`src/rtl/fetch_pkg.sv`:
```
// rtl/fetch_pkg.sv - shared constants and ring entry type for the fetch stage
package fetch_pkg;
    localparam int XLEN_DEFAULT = 32;
    localparam logic [XLEN_DEFAULT-1:0] PC_STEP = 32'd4;
    localparam logic [XLEN_DEFAULT-1:0] RESET_PC_DEFAULT = 32'h0000_0000;

    typedef struct packed {
        logic [XLEN_DEFAULT-1:0] pc;
        logic [XLEN_DEFAULT-1:0] data;
        logic                    filled;
    } fetch_entry_t;
endpackage

```
`src/rtl/fetch_if.sv`:
```
// rtl/fetch_if.sv - request, response, downstream and redirect signals of the fetch stage
interface fetch_if
    import fetch_pkg::*;
#(
    parameter int XLEN = XLEN_DEFAULT
);
    logic            req_valid;
    logic            req_ready;
    logic [XLEN-1:0] req_addr;
    logic            rsp_valid;
    logic [XLEN-1:0] rsp_data;
    logic            inst_valid;
    logic            inst_ready;
    logic [XLEN-1:0] inst_pc;
    logic [XLEN-1:0] inst_data;
    logic            redirect_valid;
    logic [XLEN-1:0] redirect_pc;

    modport master (
        output req_valid, req_addr, inst_valid, inst_pc, inst_data,
        input  req_ready, rsp_valid, rsp_data, inst_ready, redirect_valid, redirect_pc
    );
    modport slave (
        input  req_valid, req_addr, inst_valid, inst_pc, inst_data,
        output req_ready, rsp_valid, rsp_data, inst_ready, redirect_valid, redirect_pc
    );
endinterface

```
`src/rtl/fetch_buffer.sv`:
```
// rtl/fetch_buffer.sv - in-order ring of {pc, data, filled} with alloc/fill/pop pointers and flush
module fetch_buffer
    import fetch_pkg::*;
#(
    parameter int DEPTH = 4
) (
    input  logic                      clk,
    input  logic                      rst_n,
    input  logic                      flush,
    input  logic                      alloc_en,
    input  logic [XLEN_DEFAULT-1:0]   alloc_pc,
    input  logic                      fill_en,
    input  logic [XLEN_DEFAULT-1:0]   fill_data,
    input  logic                      pop_en,
    output fetch_entry_t              head,
    output logic [$clog2(DEPTH):0]    count,
    output logic [$clog2(DEPTH):0]    pend
);
    localparam int PW = $clog2(DEPTH);
    localparam int CW = PW + 1;

    fetch_entry_t  mem_q [DEPTH];
    fetch_entry_t  mem_d [DEPTH];
    logic [PW-1:0] alloc_ptr_q, alloc_ptr_d, fill_ptr_q, fill_ptr_d, head_ptr_q, head_ptr_d;
    logic [CW-1:0] count_q, count_d, pend_q, pend_d;

    always_comb begin
        mem_d       = mem_q;
        alloc_ptr_d = alloc_ptr_q;
        fill_ptr_d  = fill_ptr_q;
        head_ptr_d  = head_ptr_q;
        count_d     = count_q;
        pend_d      = pend_q;
        if (flush) begin
            for (int i = 0; i < DEPTH; i++) mem_d[i].filled = 1'b0;
            alloc_ptr_d = '0;
            fill_ptr_d  = '0;
            head_ptr_d  = '0;
            count_d     = '0;
            pend_d      = '0;
        end else begin
            // Pop clears first; alloc never targets the head of a non-empty ring.
            if (pop_en) begin
                mem_d[head_ptr_q].filled = 1'b0;
                head_ptr_d = head_ptr_q + PW'(1);
            end
            if (alloc_en) begin
                mem_d[alloc_ptr_q].pc     = alloc_pc;
                mem_d[alloc_ptr_q].filled = 1'b0;
                alloc_ptr_d = alloc_ptr_q + PW'(1);
            end
            if (fill_en) begin
                mem_d[fill_ptr_q].data   = fill_data;
                mem_d[fill_ptr_q].filled = 1'b1;
                fill_ptr_d = fill_ptr_q + PW'(1);
            end
            count_d = count_q + CW'(alloc_en) - CW'(pop_en);
            pend_d  = pend_q + CW'(alloc_en) - CW'(fill_en);
        end
    end

    always_ff @(posedge clk or negedge rst_n) begin
        if (!rst_n) begin
            for (int i = 0; i < DEPTH; i++) mem_q[i] <= '0;
            alloc_ptr_q <= '0;
            fill_ptr_q  <= '0;
            head_ptr_q  <= '0;
            count_q     <= '0;
            pend_q      <= '0;
        end else begin
            mem_q       <= mem_d;
            alloc_ptr_q <= alloc_ptr_d;
            fill_ptr_q  <= fill_ptr_d;
            head_ptr_q  <= head_ptr_d;
            count_q     <= count_d;
            pend_q      <= pend_d;
        end
    end

    assign head  = mem_q[head_ptr_q];
    assign count = count_q;
    assign pend  = pend_q;
endmodule

```
`src/rtl/fetch_unit.sv`:
```
// rtl/fetch_unit.sv - fetch PC, memory request issue, stale-response drop counter and ring wiring
module fetch_unit
    import fetch_pkg::*;
#(
    parameter int              XLEN     = XLEN_DEFAULT,
    parameter int              DEPTH    = 4,
    parameter logic [XLEN-1:0] RESET_PC = RESET_PC_DEFAULT
) (
    input  logic    clk,
    input  logic    reset,
    fetch_if.master bus
);
    localparam int CW = $clog2(DEPTH) + 1;
    localparam int SW = CW + 1;

    logic [XLEN-1:0] fetch_pc_q, fetch_pc_d;
    logic [CW-1:0]   drop_cnt_q, drop_cnt_d;
    fetch_entry_t    head;
    logic [CW-1:0]   count, pend;
    logic [SW-1:0]   inflight, owed;
    logic            req_fire, pop_fire, fill_en, rsp_drop;
    logic            unused_redirect_lo;

    assign unused_redirect_lo = ^bus.redirect_pc[1:0];
    // Ring occupancy plus owed drops bounds transactions outstanding at memory.
    assign inflight = SW'(count) + SW'(drop_cnt_q);
    assign owed     = SW'(pend) + SW'(drop_cnt_q);

    always_comb begin
        bus.req_valid  = reset && !bus.redirect_valid && (inflight < SW'(DEPTH));
        bus.req_addr   = fetch_pc_q;
        bus.inst_valid = head.filled && (count != '0) && !bus.redirect_valid;
        bus.inst_pc    = head.pc;
        bus.inst_data  = head.data;
    end

    assign req_fire = bus.req_valid && bus.req_ready;
    assign pop_fire = bus.inst_valid && bus.inst_ready;
    assign rsp_drop = bus.rsp_valid && (drop_cnt_q != '0);
    assign fill_en  = bus.rsp_valid && !bus.redirect_valid && (drop_cnt_q == '0) && (pend != '0);

    always_comb begin
        fetch_pc_d = fetch_pc_q;
        drop_cnt_d = drop_cnt_q - CW'(rsp_drop);
        if (bus.redirect_valid) begin
            fetch_pc_d = {bus.redirect_pc[XLEN-1:2], 2'b00};
            // A response arriving with the redirect settles one owed transaction now.
            drop_cnt_d = (bus.rsp_valid && owed != '0) ? CW'(owed - SW'(1)) : CW'(owed);
        end else if (req_fire) begin
            fetch_pc_d = fetch_pc_q + XLEN'(PC_STEP);
        end
    end

    always_ff @(posedge clk or negedge reset) begin
        if (!reset) begin
            fetch_pc_q <= RESET_PC;
            drop_cnt_q <= '0;
        end else begin
            fetch_pc_q <= fetch_pc_d;
            drop_cnt_q <= drop_cnt_d;
        end
    end

    fetch_buffer #(.DEPTH(DEPTH)) u_buffer (
        .clk       (clk),
        .rst_n     (reset),
        .flush     (bus.redirect_valid),
        .alloc_en  (req_fire),
        .alloc_pc  (fetch_pc_q),
        .fill_en   (fill_en),
        .fill_data (bus.rsp_data),
        .pop_en    (pop_fire),
        .head      (head),
        .count     (count),
        .pend      (pend)
    );
endmodule

```
`src/flat_wrapper.sv`:
```
// flat-port wrapper written by rule: the top's interface ports become plain ports
module fetch_unit_flat import fetch_pkg::*;
#(
    parameter int              XLEN     = XLEN_DEFAULT,
    parameter int              DEPTH    = 4,
    parameter logic [XLEN-1:0] RESET_PC = RESET_PC_DEFAULT
)
  (clk, reset, bus_req_valid, bus_req_addr, bus_inst_valid, bus_inst_pc, bus_inst_data, bus_req_ready, bus_rsp_valid, bus_rsp_data, bus_inst_ready, bus_redirect_valid, bus_redirect_pc);
  fetch_if #(.XLEN(XLEN)) bus_i ();
  input  logic clk;
  input  logic reset;
  output wire logic [$bits(bus_i.req_valid)-1:0] bus_req_valid;
  output wire logic [$bits(bus_i.req_addr)-1:0] bus_req_addr;
  output wire logic [$bits(bus_i.inst_valid)-1:0] bus_inst_valid;
  output wire logic [$bits(bus_i.inst_pc)-1:0] bus_inst_pc;
  output wire logic [$bits(bus_i.inst_data)-1:0] bus_inst_data;
  input wire logic [$bits(bus_i.req_ready)-1:0] bus_req_ready;
  input wire logic [$bits(bus_i.rsp_valid)-1:0] bus_rsp_valid;
  input wire logic [$bits(bus_i.rsp_data)-1:0] bus_rsp_data;
  input wire logic [$bits(bus_i.inst_ready)-1:0] bus_inst_ready;
  input wire logic [$bits(bus_i.redirect_valid)-1:0] bus_redirect_valid;
  input wire logic [$bits(bus_i.redirect_pc)-1:0] bus_redirect_pc;
  assign bus_req_valid = bus_i.req_valid;
  assign bus_req_addr = bus_i.req_addr;
  assign bus_inst_valid = bus_i.inst_valid;
  assign bus_inst_pc = bus_i.inst_pc;
  assign bus_inst_data = bus_i.inst_data;
  assign bus_i.req_ready = bus_req_ready;
  assign bus_i.rsp_valid = bus_rsp_valid;
  assign bus_i.rsp_data = bus_rsp_data;
  assign bus_i.inst_ready = bus_inst_ready;
  assign bus_i.redirect_valid = bus_redirect_valid;
  assign bus_i.redirect_pc = bus_redirect_pc;
  fetch_unit #(.XLEN(XLEN), .DEPTH(DEPTH), .RESET_PC(RESET_PC)) u_core (.clk(clk), .reset(reset), .bus(bus_i));
endmodule
```
`config.mk`:
```
export PLATFORM = sky130hd
export DESIGN_NAME = fetch_unit_flat
export DESIGN_NICKNAME = d
export VERILOG_FILES = /design/src/rtl/fetch_pkg.sv /design/src/rtl/fetch_if.sv /design/src/rtl/fetch_buffer.sv /design/src/rtl/fetch_unit.sv /design/src/flat_wrapper.sv
export SDC_FILE = /design/constraint.sdc
export NUM_CORES = 1
export LEC_CHECK = 0
export CORE_MARGIN = 8
export CORE_UTILIZATION = 30
export CTS_CLUSTER_SIZE = 10
export DETAILED_ROUTE_END_ITERATION = 7
export SETUP_SLACK_MARGIN = 0.4
export SKIP_LAST_GASP = 1
export SLEW_MARGIN = 20
export SYNTH_ARGS = -nofsm -noshare
export SYNTH_HDL_FRONTEND = slang
export SYNTH_SLANG_ARGS = --single-unit
```
`constraint.sdc`:
```
create_clock -name clk -period 4.9 [get_ports clk]
set_input_delay 0.98 -clock clk [delete_from_list [all_inputs] [get_ports clk]]
set_output_delay 0.98 -clock clk [all_outputs]
set_load 0.01 [all_outputs]
```
run_1/power_grid.png
Pins as bars on the die edge.
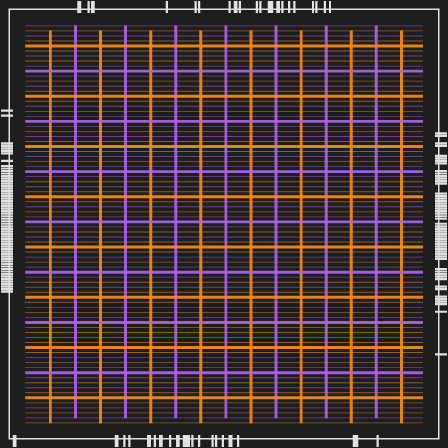
- orange: VSS
- purple: VDD
- met4 straps: 15
- met5 straps: 15
- signal pins: 168
- rows: 79
- met1 rails: 80

run_1/layer_met1.png
Supply wires on this layer in gray.
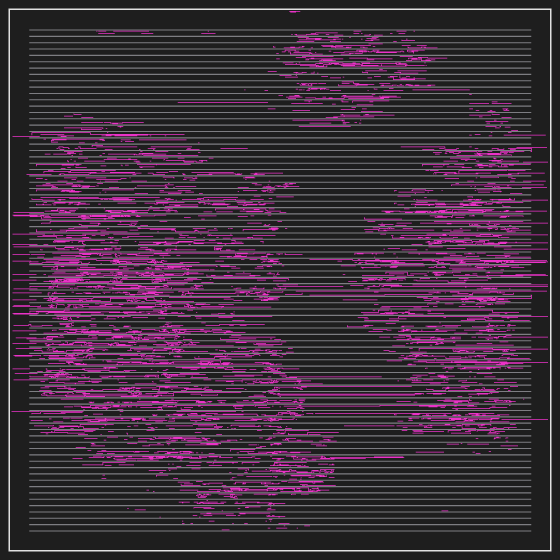
- main direction: horizontal
- share of all routed wire: 46%
- wire length on this layer: 16100 um
- nets with wire on the layer: 1103
via count: 8602
drt total wl: 35.3 mm
met1 Use GR: 17.6%

==> flow_summary.toml, run 1 <==
# flow metrics
[setup_path]
path_class = "flop to primary output"
crit-reg2reg-capture = "u_core.u_buffer.mem_q[175]"
r2r_slack_ns = 1.72
cp_top_family = "buffers and inverters"
slowest_stage = "dfrtp_4"
crit_path_start = "u_core.u_buffer.head_ptr_q[0]"
r2r-start = "u_core.u_buffer.count[2]"
endpoint = "bus_inst_data[21]"
cp.depth = 3
critPathBufInv = 2
r2r.worst_path.cells = 6
start_kind = "flop"

[synthesis]
synth-edff-count = 0
yosysUniqueCellTypes = 55
top_logic_kind = "multiplexers"
synth-simple-area-share_pct = 4.96
ys_sh_aoi_pct = 4.53
ys_cells = 960
top_cell_area_share_pct = 53.3
top_cell = "dfrtp_1"
yosysTopAreaCell = "dfrtp_1"
yosysSeqAreaShare_pct = 53.3

[cts]
cts_buffers = 37
cts.repair.resized = 0
cts_tree = "built"
path_clk_slew_ns = 0.06
holdBufCountCts = 0
cts_sinks = 297

[placed_design]
place_hpwl_mm = 23.0
placedCellCount = 1679
place_area_mm2 = 0.0161
gp_congestion = 0.767
place_ws_ns = 1.06

[finish]
comb_cells = 575
sh_comb_area_pct = 35.3
largest_reg_flops = 252
fin_util_pct = 37.2
seq_share_pct = 43.2
logic_area_mm2 = 0.00607
n_fill_cell = 4488
top_register = "u_core.u_buffer.mem_q"
dominant_cells = "flip-flops and latches"
num_antenna_cells = 0
ff_count = 297
finalInstanceArea_mm2 = 0.0172
final_nets = 1209
syn2layout_area_growth_pct = 23.4
buf_share_pct = 10.4

[routing]
drt_first_pass_iters = 4
met1_length_mm = 16.1
viasPerCell = 4.97
ant_nets = 0
first_iter_violations = 400
top_layer_used = "met4"
wl_met3_mm = 2.36

[die]
core_area_mm2 = 0.0463
fp_util_pct = 30.2
die_x_um = 232
die_h_um = 232
rows = 79
taps = 607

[pwr]
p_int_mw = 5.41
switching_share_pct = 26.4
worst_ir_drop_vdd_mv = 0.296
power_density_mw_per_mm2 = 427
seq_power_mw = 3.12
clock_power_mw = 2.53
seq_power_share_pct = 42.5
clockPowerShare_pct = 34.4
finalPower_mw = 7.34

[grt]
grt-ovfl-total = 0
grt_max_degree = 181

[timing]
clock_skew_ns = 0.0232
setup-violations-final = 0
period_needed_ns = 3.83
max_clock_freq_mhz = 261
hold_viol = 0
holdWs_ns = 0.336
slew_viol_final = 0

[min_path]
hold_path_class = "primary input to async pin"

[run_status]
status = "finished, final reports clean"
run_1/flops_by_reg.png
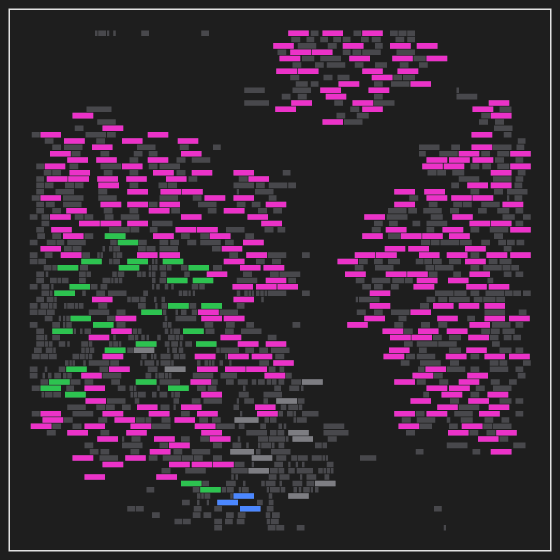
- blue: `u_core.u_buffer.count` (sequential cells 3)
- magenta: `u_core.u_buffer.mem_q` (sequential cells 252)
- green: `u_core.bus.req_addr` (sequential cells 30; where west)

run_1/logic_types.png
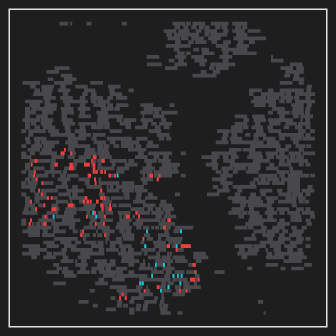

==> run 2: changes to the inputs <==
==> constraint.sdc (replaced) <==
create_clock -name clk -period 3.3 [get_ports clk]
set_input_delay 0.66 -clock clk [delete_from_list [all_inputs] [get_ports clk]]
set_output_delay 0.66 -clock clk [all_outputs]
set_load 0.01 [all_outputs]
run_2/logic_types.png
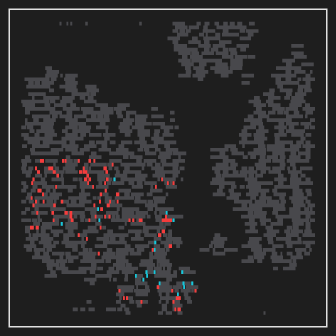
- red: NAND gates (cells 92; most used nand2_1)
- cyan: inverters (cells 19; most used inv_1; where south)

run_2/power_grid.png
Pins as bars on the die edge.
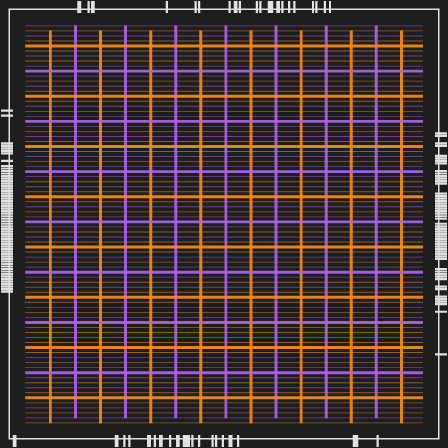
- purple: VDD
- orange: VSS
- met5 straps: 15
- met4 straps: 15
- met1 rails: 80
- signal pins: 168
core box area: 0.0463 mm2
peak supply drop: 0.438 mV
die height: 232 um

==> run 2 against run 1 <==
  * Worst setup slack lost 0.72 ns
  * Die size is the same
  * Cell area grew 2.0%
  * Via count grew 2.1%
  * Count of clock-buffer cells in the layout grew 1
  * Core utilization grew 0.75 points
  * Sequential share of layout area shrank 0.85 points
  * Highest routed layer unchanged
==> flow_summary.toml, run 2 <==
# flow metrics
[run_status]
status = "finished, final reports clean"

[pwr]
seq_power_mw = 4.64
switching_share_pct = 27.3
seq_power_share_pct = 43.6
finalPower_mw = 10.6
p_int_mw = 7.74
power_density_mw_per_mm2 = 606
clock_power_mw = 3.59
clockPowerShare_pct = 33.8

[die]
die_x_um = 232
rows = 79
fp_util_pct = 30.2
taps = 607

[timing]
holdWs_ns = 0.266
max_clock_freq_mhz = 340
setup-violations-final = 0
hold_viol = 0
slew_viol_final = 0
worst_slew_pin_slew_ns = 0.894
clock_skew_ns = 0.0264
period_needed_ns = 2.94

[routing]
ant_nets = 0
first_iter_violations = 429
top_layer_used = "met4"
finalWirelength_mm = 36.0
viasPerCell = 4.98
drt_first_pass_iters = 5
num_vias = 8780
met1_length_mm = 16.1
wl_met3_mm = 2.27

[setup_path]
r2r.worst_path.cells = 11
crit-reg2reg-capture = "u_core.u_buffer.count[2]"
path_class = "flop to primary output"
endpoint = "bus_inst_pc[20]"
critPathBufInv = 5
r2r-start = "u_core.u_buffer.head_ptr_q[0]"
slowest_stage = "dfrtp_4"
crit_path_start = "u_core.u_buffer.head_ptr_q[0]"
r2r_slack_ns = 0.46
start_kind = "flop"
cp.depth = 6
cp_top_family = "buffers and inverters"
end_kind = "primary output"

[synthesis]
synth-edff-count = 0
yosysSeqAreaShare_pct = 53.3
syn_inst = 960
synth-simple-area-share_pct = 4.96
ys_sh_aoi_pct = 4.53
ys_cells = 960
top_cell_area_share_pct = 53.3
yosysUniqueCellTypes = 55
postSynthAreaPerCell_um2 = 14.5
top_cell = "dfrtp_1"
top_logic_kind = "multiplexers"

[finish]
final_nets = 1243
comb_cells = 575
top_register = "u_core.u_buffer.mem_q"
finalInstanceArea_mm2 = 0.0176
ff_count = 297
buf_share_pct = 12.4
seq_share_pct = 42.4
dominant_cells = "flip-flops and latches"
n_fill_cell = 4439
sh_comb_area_pct = 34.6
fin_util_pct = 38.0
logic_area_mm2 = 0.00608
largest_reg_flops = 252
num_antenna_cells = 0

[grt]
grt_max_degree = 181
grt-ovfl-total = 0
use_met1_pct = 17.5

[cts]
cts_tree = "built"
cts_sinks = 297
path_clk_slew_ns = 0.06
cts.repair.resized = 105
holdBufCountCts = 0
cts_buffers = 36

[min_path]
hold_path_class = "primary input to async pin"

[placed_design]
place_area_mm2 = 0.0162
gp_congestion = 0.768
place_hpwl_mm = 23.2
place_ws_ns = 0.550
placedCellCount = 1685

[flow_run]
warning_count = 41
